`src/rtl/arm_mem_pkg.sv`:
```
// Shared types and constants for the CPU-to-16-bit-SRAM bridge.
// A 32-bit word is carried as two halfword phases.
package arm_mem_pkg;

  typedef enum logic [1:0] {
    ST_IDLE,
    ST_LOW,
    ST_HIGH,
    ST_DONE
  } mem_state_t;

  localparam logic [31:0] ADDR_BASE_DEFAULT = 32'd1024;
  localparam int HALF_W = 16;
  localparam int CNT_W  = 4;

  // Word index relative to the SRAM base; the subtraction wraps modulo 2^32.
  function automatic logic [31:0] word_index(input logic [31:0] addr, input logic [31:0] base);
    return (addr - base) >> 2;
  endfunction

endpackage

```
`src/rtl/sram_wait_counter.sv`:
```
// Phase counter: counts 0..WAIT_CYCLES-1 while enabled and wraps to 0 after
// the terminal count. Clear has priority over enable.
module sram_wait_counter
  import arm_mem_pkg::*;
#(
  parameter int WAIT_CYCLES = 4
) (
  input  logic             clk,
  input  logic             rst,
  input  logic             clear,
  input  logic             enable,
  output logic [CNT_W-1:0] cnt,
  output logic             terminal
);

  localparam logic [CNT_W-1:0] LAST = CNT_W'(WAIT_CYCLES - 1);

  assign terminal = (cnt == LAST);

  always_ff @(posedge clk or negedge rst) begin
    if (!rst)          cnt <= '0;
    else if (clear)    cnt <= '0;
    else if (enable)   cnt <= terminal ? '0 : cnt + CNT_W'(1);
  end

endmodule

```
`src/rtl/sram_controller.sv`:
```
// Stalling bridge from the MEM stage to an asynchronous 16-bit SRAM. Each
// 32-bit access becomes a low-halfword phase followed by a high-halfword phase.
module sram_controller
  import arm_mem_pkg::*;
#(
  parameter logic [31:0] ADDR_BASE   = ADDR_BASE_DEFAULT,
  parameter int          SRAM_AW     = 18,
  parameter int          WAIT_CYCLES = 4
) (
  input  logic               clk,
  input  logic               rst,
  input  logic               wr_en,
  input  logic               rd_en,
  input  logic [31:0]        address,
  input  logic [31:0]        write_data,
  output logic [31:0]        read_data,
  output logic               ready,
  output logic [SRAM_AW-1:0] sram_addr,
  output logic [HALF_W-1:0]  sram_dq_out,
  output logic               sram_dq_oe,
  input  logic [HALF_W-1:0]  sram_dq_in,
  output logic               sram_we_n,
  output logic               sram_oe_n
);

  localparam logic [CNT_W-1:0] LAST = CNT_W'(WAIT_CYCLES - 1);

  mem_state_t       state, state_next;
  logic             op_write;
  logic [31:0]      lat_addr;
  logic [31:0]      lat_data;
  logic [CNT_W-1:0] cnt;
  logic             terminal;
  logic             req;
  logic             start;
  logic             in_phase;

  assign req      = wr_en | rd_en;
  assign start    = (state == ST_IDLE) && req;
  assign in_phase = (state == ST_LOW) || (state == ST_HIGH);

  sram_wait_counter #(
    .WAIT_CYCLES(WAIT_CYCLES)
  ) u_wait_counter (
    .clk     (clk),
    .rst     (rst),
    .clear   (!in_phase),
    .enable  (in_phase),
    .cnt     (cnt),
    .terminal(terminal)
  );

  always_ff @(posedge clk or negedge rst) begin
    if (!rst) state <= ST_IDLE;
    else      state <= state_next;
  end

  always_comb begin
    state_next = state;
    case (state)
      ST_IDLE: if (req)      state_next = ST_LOW;
      ST_LOW:  if (terminal) state_next = ST_HIGH;
      ST_HIGH: if (terminal) state_next = ST_DONE;
      ST_DONE:               state_next = ST_IDLE;
      default:               state_next = ST_IDLE;
    endcase
  end

  // Request is captured once; the pipeline may change its inputs while stalled.
  always_ff @(posedge clk or negedge rst) begin
    if (!rst) begin
      op_write <= 1'b0;
      lat_addr <= '0;
      lat_data <= '0;
    end else if (start) begin
      op_write <= wr_en;
      lat_addr <= address;
      lat_data <= write_data;
    end
  end

  // Loaded on entry to each phase so the address is stable for the whole phase
  // and holds once the access ends. Upper word bits are truncated away.
  always_ff @(posedge clk or negedge rst) begin
    if (!rst) begin
      sram_addr <= '0;
    end else if (start) begin
      sram_addr <= SRAM_AW'({word_index(address, ADDR_BASE), 1'b0});
    end else if ((state == ST_LOW) && terminal) begin
      sram_addr <= SRAM_AW'({word_index(lat_addr, ADDR_BASE), 1'b1});
    end
  end

  always_ff @(posedge clk or negedge rst) begin
    if (!rst) begin
      read_data <= '0;
    end else if (in_phase && !op_write && terminal) begin
      if (state == ST_LOW) read_data[15:0]  <= sram_dq_in;
      else                 read_data[31:16] <= sram_dq_in;
    end
  end

  assign ready       = ((state == ST_IDLE) && !req) || (state == ST_DONE);
  assign sram_dq_oe  = in_phase && op_write;
  assign sram_dq_out = (state == ST_HIGH) ? lat_data[31:16] : lat_data[15:0];
  // The strobe rises one cycle before the phase ends to give data hold time.
  assign sram_we_n   = !(in_phase && op_write && (cnt < LAST));
  assign sram_oe_n   = !(in_phase && !op_write);

endmodule

```
`config.mk`:
```
export PLATFORM = sky130hd
export DESIGN_NAME = sram_controller
export DESIGN_NICKNAME = d
export VERILOG_FILES = /design/src/rtl/arm_mem_pkg.sv /design/src/rtl/sram_wait_counter.sv /design/src/rtl/sram_controller.sv
export SDC_FILE = /design/constraint.sdc
export NUM_CORES = 1
export LEC_CHECK = 0
export ABC_AREA = 1
export CAP_MARGIN = 40
export CORE_ASPECT_RATIO = 1.75
export CORE_MARGIN = 4
export CORE_UTILIZATION = 55
export CTS_CLUSTER_SIZE = 30
export DETAILED_ROUTE_END_ITERATION = 7
export DONT_BUFFER_PORTS = 1
export HOLD_SLACK_MARGIN = 0.06
export PLACE_DENSITY = 0.7
export SYNTH_ARGS = -nofsm -noshare
export SYNTH_HDL_FRONTEND = slang
export SYNTH_SLANG_ARGS = --single-unit
```
`constraint.sdc`:
```
create_clock -name clk -period 1.9 [get_ports clk]
set_clock_uncertainty 0.15 [all_clocks]
set_input_delay 0.38 -clock clk [delete_from_list [all_inputs] [get_ports clk]]
set_output_delay 0.38 -clock clk [all_outputs]
set_load 0.05 [all_outputs]
```
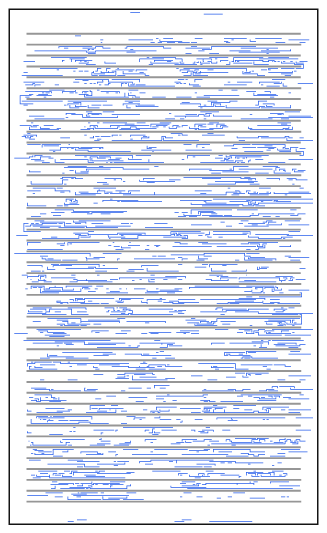
Run 1: M1 wires
Drawn at 4 px/µm. Supply wires on this layer in grey.
The wires run mostly horizontal. The longest straight run is 26.2 µm. 648 nets have wire on it. The layer holds 33% of the routed length.

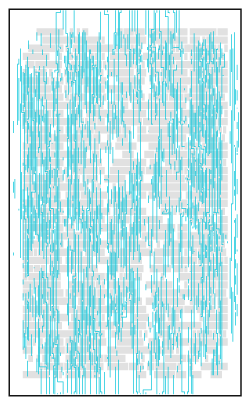
Run 1: met2 routing
Drawn at 3 px/µm. Cells faint in the background.
635 nets have wire on it. The longest straight run is 51.7 µm.

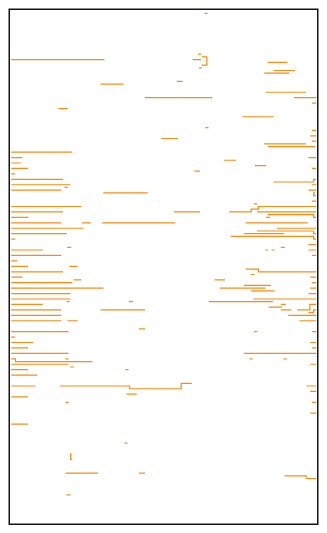
Run 1: met3 routing
Drawn at 4 px/µm.
The layer holds 6.2% of the routed length. The longest straight run is 23.0 µm. 117 nets have wire on it. The layer carries 908 µm of wire. The wires run mostly horizontal.

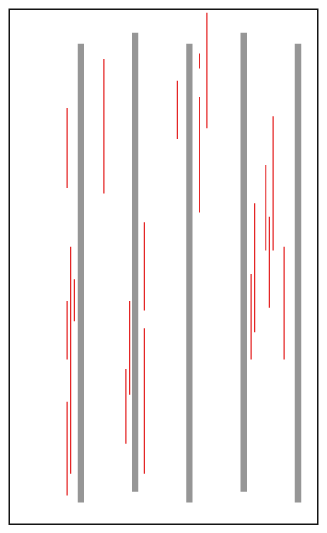
Run 1: the metal 4 layer
Drawn at 4 px/µm. Supply wires on this layer in grey.
The longest straight run is 56.4 µm. 18 nets have wire on it. The layer holds 3.4% of the routed length.

==> COMMIT_EDITMSG, run 1 <==
Store results of the implementation flow

- Result of the run: complete, but fails checks
- Violations in the final reports: hold timing, setup timing
* Placed wire-length estimate: 7160 µm
- The synthesis stats list as the most numerous cell nand2_1.
- Dominant Register Cell: dfrtp_1
- Before placement the cells fill 56.8% of the core.
- Die Span X: 76.8 µm
* Startpoint-to-endpoint class of the critical path: reg -> out
- For this block, the routed nets add up to 14600 µm of wire.
- Global-route usage over all layers: 24.4%
* Count of library flops with an enable pin: 0
* Placer congestion estimate: 0.822
- Before antenna repair, the detailed router went through 5 iterations.
* Clock tree sinks: 106
- Tightest slew margin relative to the limit: 60.9%
- Die ar.: 9850 µm²
* List of most frequent post-synthesis cells: 246 x nand2_1, 106 x dfrtp_1, 46 x inv_1, 40 x o21ai_0, 19 x nor2_1
* RSZ-0062 raised after global routing: yes
- Setup-failing EPs final: 34
- The synthesis report gives the async set-or-reset register share as 100%.
- Path category of the worst min-delay check: in -> async
- Tally of yosys warning messages: 0
- Final worst hold slack: -425 ps
- Part of the cycle the worst path needs: 111%
* Clk Latency, worst-skew pair: 340 ps
- Syn_nets: 629
* Post-synthesis instance total: 538
- Tool warning count: 52
- Counting endpoints that fail hold in the final report gives 106.
* Setup crit start kind: register
* Ports placed on the boundary: 154
* Post-place setup slack: 1.72 ps
- For the worst setup path, the data arrival time is 1590 ps.
* Worst reg2reg path startpoint: state[0]
- For reference, the top cells by area after synthesis are dfrtp_1 58%, nand2_1 20%, o21ai_0 4.4%.
* Seq/Total Area, Yosys: 58.3%
* Setup WS post-layout: -217 ps
- Avg Synthesized Cell Area: 8.46 µm²
* Crit path max fanout: 8
- The first routing iteration left 257 violations.
- Total instance count after detailed placement: 634
* Synthesized area: 4550 µm²
-- run 1: timing repair --
action	4_1_cts	5_1_grt
gates cloned	1	9
setup endpoints to repair	23	69
hold endpoints to repair	178	107
setup buffers	11	6
resized	73	130
pin swaps	24	31
hold buffers	56	1
-- run 1: state kept, by name, indices dropped and copies added, names as in the netlist --
| register | cells |
|---|---|
| lat_data | 32 |
| state | 2 |
| read_data | 32 |
| sram_addr | 18 |
| u_wait_counter.cnt | 4 |
| op_write | 1 |
| lat_addr | 17 |
-- run 1: cells in the final DEF (no fill, tap or decap), types with 10 or more instances in the layout --
master,Yosys,layout
dfrtp_1,106,106
o21ai_2,0,13
buf_6,1,10
buf_12,0,17
o21ai_1,1,24
dlygate4sd3_1,0,57
clkbuf_16,0,16
nand2_2,6,37
nand2_1,246,173
inv_1,46,38
nand2_8,0,16
buf_4,2,17
nor2_1,19,16
nand2_4,2,28
-- run 1: final cells by class --
class	count	area (µm²)	share of cell area, %
Clock buffer	11	253	3.63
Sequential cell	106	2650	38.1
Antenna cell	1	2.50	0.0359
Tap cell	90	113	1.62
Multi-Input combinational cell	361	2340	33.5
Timing Repair Buffer	110	1370	19.6
Clock inverter	5	37.5	0.539
Inverter	50	206	2.96
-- run 1: per-layer routing --
layer | global-route usage (%) | share of wire (%)
met1 | 27.2 | 33
met2 | 45.4 | 57
met3 | 6.44 | 6.2
met4 | 6.72 | 3.3
met5 | 0 | 0
-- run 1: per-stage QoR --
| step | instance area [µm²] | hold WS (ps) |
|---|---|---|
| 6_report | 6970 | -425 |
| 2_1_floorplan | 4690 | -65.6 |
| 3_5_place_dp | 5060 | -62.9 |
| 5_1_grt | 6970 | -443 |
| 3_3_place_gp | 5060 | -63.1 |
| 4_1_cts | 6300 | -433 |
-- run 1: logic make-up after synthesis --
| kind of cell | share of synthesized area [%] |
|---|---|
| AND-OR/OR-AND | 6.71 |
| XOR/XNOR | 0.385 |
| adder cells (fa/ha/maj) | 1.92 |
| buffers and inverters | 6.24 |
| flip-flops | 58.3 |
| AND/OR/NAND/NOR | 26.5 |
-- run 1: worst max path at each step --
stage	to	depth (start not counted)	from
finish	sram_dq_out[7]	6	state[1]
global route	sram_addr[17]	15	state[0]
CTS	sram_dq_out[15]	7	state[1]
detailed placement	sram_addr[15]	11	state[1]
floorplan	sram_dq_out[10]	7	state[0]
global placement	sram_addr[13]	11	state[0]
## Run 2: what changed since run 1
Settings changed: SLEW_MARGIN set to 20, TNS_END_PERCENT set to 30.
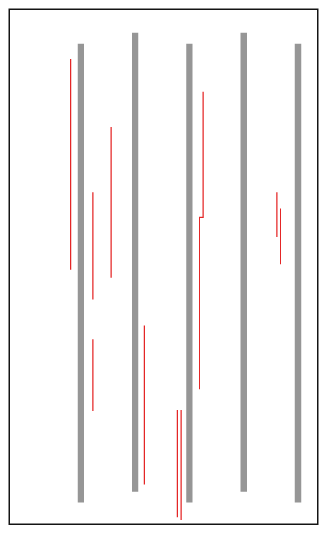
Run 2: the metal 4 layer
Drawn at 4 px/µm. Supply wires on this layer in grey.
The layer carries 327 µm of wire. The wires run mostly vertical. The layer holds 2.8% of the routed length.

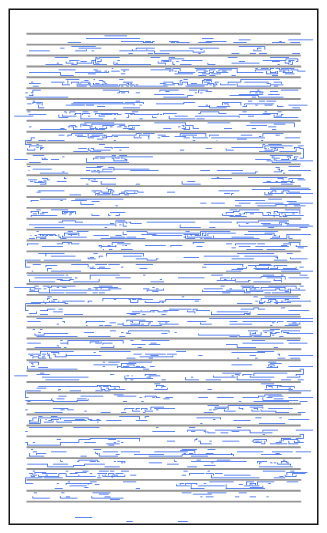
Run 2: M1 wires
Drawn at 4 px/µm. Supply wires on this layer in grey.
The layer carries 4210 µm of wire. The longest straight run is 25.8 µm.

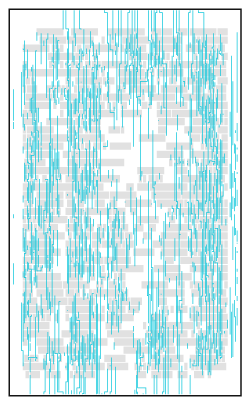
Run 2: met2 routing
Drawn at 3 px/µm. Cells faint in the background.
The layer carries 6170 µm of wire. The wires run mostly vertical. The layer holds 54% of the routed length.

==> run 2 against run 1 <==
Against the previous run: the flow still finishes with violations (hold timing, setup timing); first-iteration DRC count decreased by 32%; routed wire length decreased by 21%; worst setup slack improved by 24 ps; critical path type unchanged; clock-buffer cell count decreased by 1; sequential share of layout area increased by 4.9 points; cell area decreased by 11%; highest routed layer unchanged.
==> COMMIT_EDITMSG, run 2 <==
Store results of the implementation flow

- Looking at the setup timing report, the critical path kind is reg -> out.
- The sink count of the clock tree came to 106 (unchanged).
- Met2 global-route usage: 44.2% (-1.2 points)
* Placed wire-length estimate: 7220 µm (+0.85%)
* Core utilization before placement: 56.8% (unchanged)
- The post-synth tally of flip-flops with integrated enable is 0 (unchanged).
- The worst setup slack after layout came to -193 ps (+24.0 ps).
* Area growth, synth to finish: 35.5%
* Worst endpoint data arrival time: 1560 ps (-30 ps)
* Die Span X: 76.8 µm (unchanged)
- Crit path max fanout: 8 (unchanged)
* Die ar.: 9850 µm² (unchanged)
- Core ar.: 8020 µm²
* Pre-Repair DR Iteration Count: 4 (-1)
* Global-route usage over all layers: 24.4% (+0.042 points)
- In this run the worst hold path is classified as in -> async.
* Final worst hold slack: -423 ps (+1.59 ps)
* Setup-failing EPs final: 19 (-44%)
- Part of the cycle the worst path needs: 110% (-1.3 points)
* Post-synthesis instance total: 538 (unchanged)
* Most popular library cell in the synthesized design by count: nand2_1
- Per the TritonCTS log, the buffer count is 9.
* Transition time at the pin with the least slew margin: 507 ps
- Tally of yosys warning messages: 0 (unchanged)
* Placed Instance Area: 5000 µm² (-1.2%)
* Hold bufs inserted after CTS: 55 (-1.8%)
* Dominant Register Cell: dfrtp_1
- The global-route track usage on met1 came to 26.1% (-1.1 points).
- Number of nets still failing antenna checks after routing: 0
* Result of the run: complete, but fails checks
* RSZ-0062 raised after global routing: yes
* Avg Synthesized Cell Area: 8.46 µm² (unchanged)
- The global routing met3 resource utilization is 8.05% (+1.6 points).
- Synthesized area: 4550 µm² (unchanged)
- The count of boundary I/O pins was 154 (unchanged).
* Unique cell types: 27
* Setup crit start kind: register
- Violations in the final reports: hold timing, setup timing
* Leading cell types by total area after synthesis: dfrtp_1 58%, nand2_1 20%, o21ai_0 4.4%
- The sequential fraction of the synthesis area is 58.3% (unchanged).
- Placer congestion estimate: 0.862 (+4.9%)
- Largest registers: lat_data x32, read_data x32, sram_addr x18
* Top logic cell by instance count in the layout: nand2_1
- Layer with the highest usage: met2
- Clk Latency, worst-skew pair: 340 ps (about the same)
* Post-place setup slack: -134 ps (-136 ps)
* H-tree depth: 3
- The net count entering floorplan is 629 (unchanged).
- Detailed-route wire length: 11500 µm (-21%)
- The worst slew margin relative to its limit was 66.2% (+5.3 points).
* Tool warning count: 52 (unchanged)
- The post-layout instance area came to 6170 µm² (-11%).
* Final Hold Vio Count: 106 (unchanged)
* List of most frequent post-synthesis cells: 246 x nand2_1, 106 x dfrtp_1, 46 x inv_1, 40 x o21ai_0, 19 x nor2_1
* Most used cells in the layout excluding fill and tap cells: 211 x nand2_1, 106 x dfrtp_1, 55 x dlygate4sd3_1, 41 x inv_1, 37 x o21ai_0
- Counting flops and latches in the post-synthesis netlist gives 106.
- The violation tally from detailed-route iteration zero is 175 (-32%).
- The post-synthesis async set-or-reset flop share came to 100% (unchanged).
==> run 2: final timing paths <==
| check | from | end | slack (ps) | depth (start not counted) |
|---|---|---|---|---|
| worst max-delay path | state[0] | sram_dq_out[15] | -190 | 8 |
| worst min-delay path | rst | read_data[15] | -420 | 0 |
| worst max register to register | state[0] | sram_addr[15] | 50 | 11 |
| worst min register to register | u_wait_counter.cnt[0] | u_wait_counter.cnt[0] | 320 | 1 |
| max in group asynchronous | rst | lat_addr[18] | 1910 | 0 |
| min in group clk | sram_dq_in[0] | read_data[0] | 80 | 2 |
==> run 2: area by class of cell <==
type	instances	area, µm²	share of cell area, %
Sequential cell	106	2650	43.0
Antenna cell	1	2.50	0.0406
Inverter	50	193	3.12
Multi-Input combinational cell	361	1870	30.3
Timing Repair Buffer	92	1000	16.3
Clock buffer	10	239	3.87
Tap cell	90	113	1.83
Clock inverter	6	95.1	1.54
==> run 2: logic make-up (layout without fill, tap and decap cells) <==
group,after synthesis,after routing,share of synthesized area (%)
other,0,1,0
AOI/OAI and AO/OA,56,56,6.71
and+or+nand+nor,296,296,26.5
xor gates and xnor gates,2,2,0.385
buffers and inverters,71,158,6.24
DFF,106,106,58.3
adders and majority gates,7,7,1.92
==> run 2: worst max-delay path, cell delays in order (launching register included) <==
cell and delay (ps):
dfrtp_1 400, inv_2 90, buf_6 110, ha_4 160, inv_6 50, buf_12 140
nand2_2 60, nand2_2 60, buf_12 150
==> run 2: metal layers <==
metal  routed length (µm)  vias up
li1                     -     1816
met1                 4210     1822
met3                  811       25
met5                    0        -
met2                 6170      131
met4                  326        0
==> run 2: what timing repair did <==
item | 4_1_cts | 5_1_grt
endpoints found under the setup margin | 25 | 28
gates resized | 47 | 22
buffers inserted | 2 | 1
pin swaps | 10 | 8
endpoints found under the hold margin | 179 | 106
gates cloned | 1 | 0
==> run 2: through the flow <==
step / cells / hold slack, ps
after floorplan: 538 / -65.6
after global placement: 640 / -63.1
after detailed placement: 640 / -62.7
after CTS: 714 / -432
after global routing: 716 / -444
final: 716 / -423
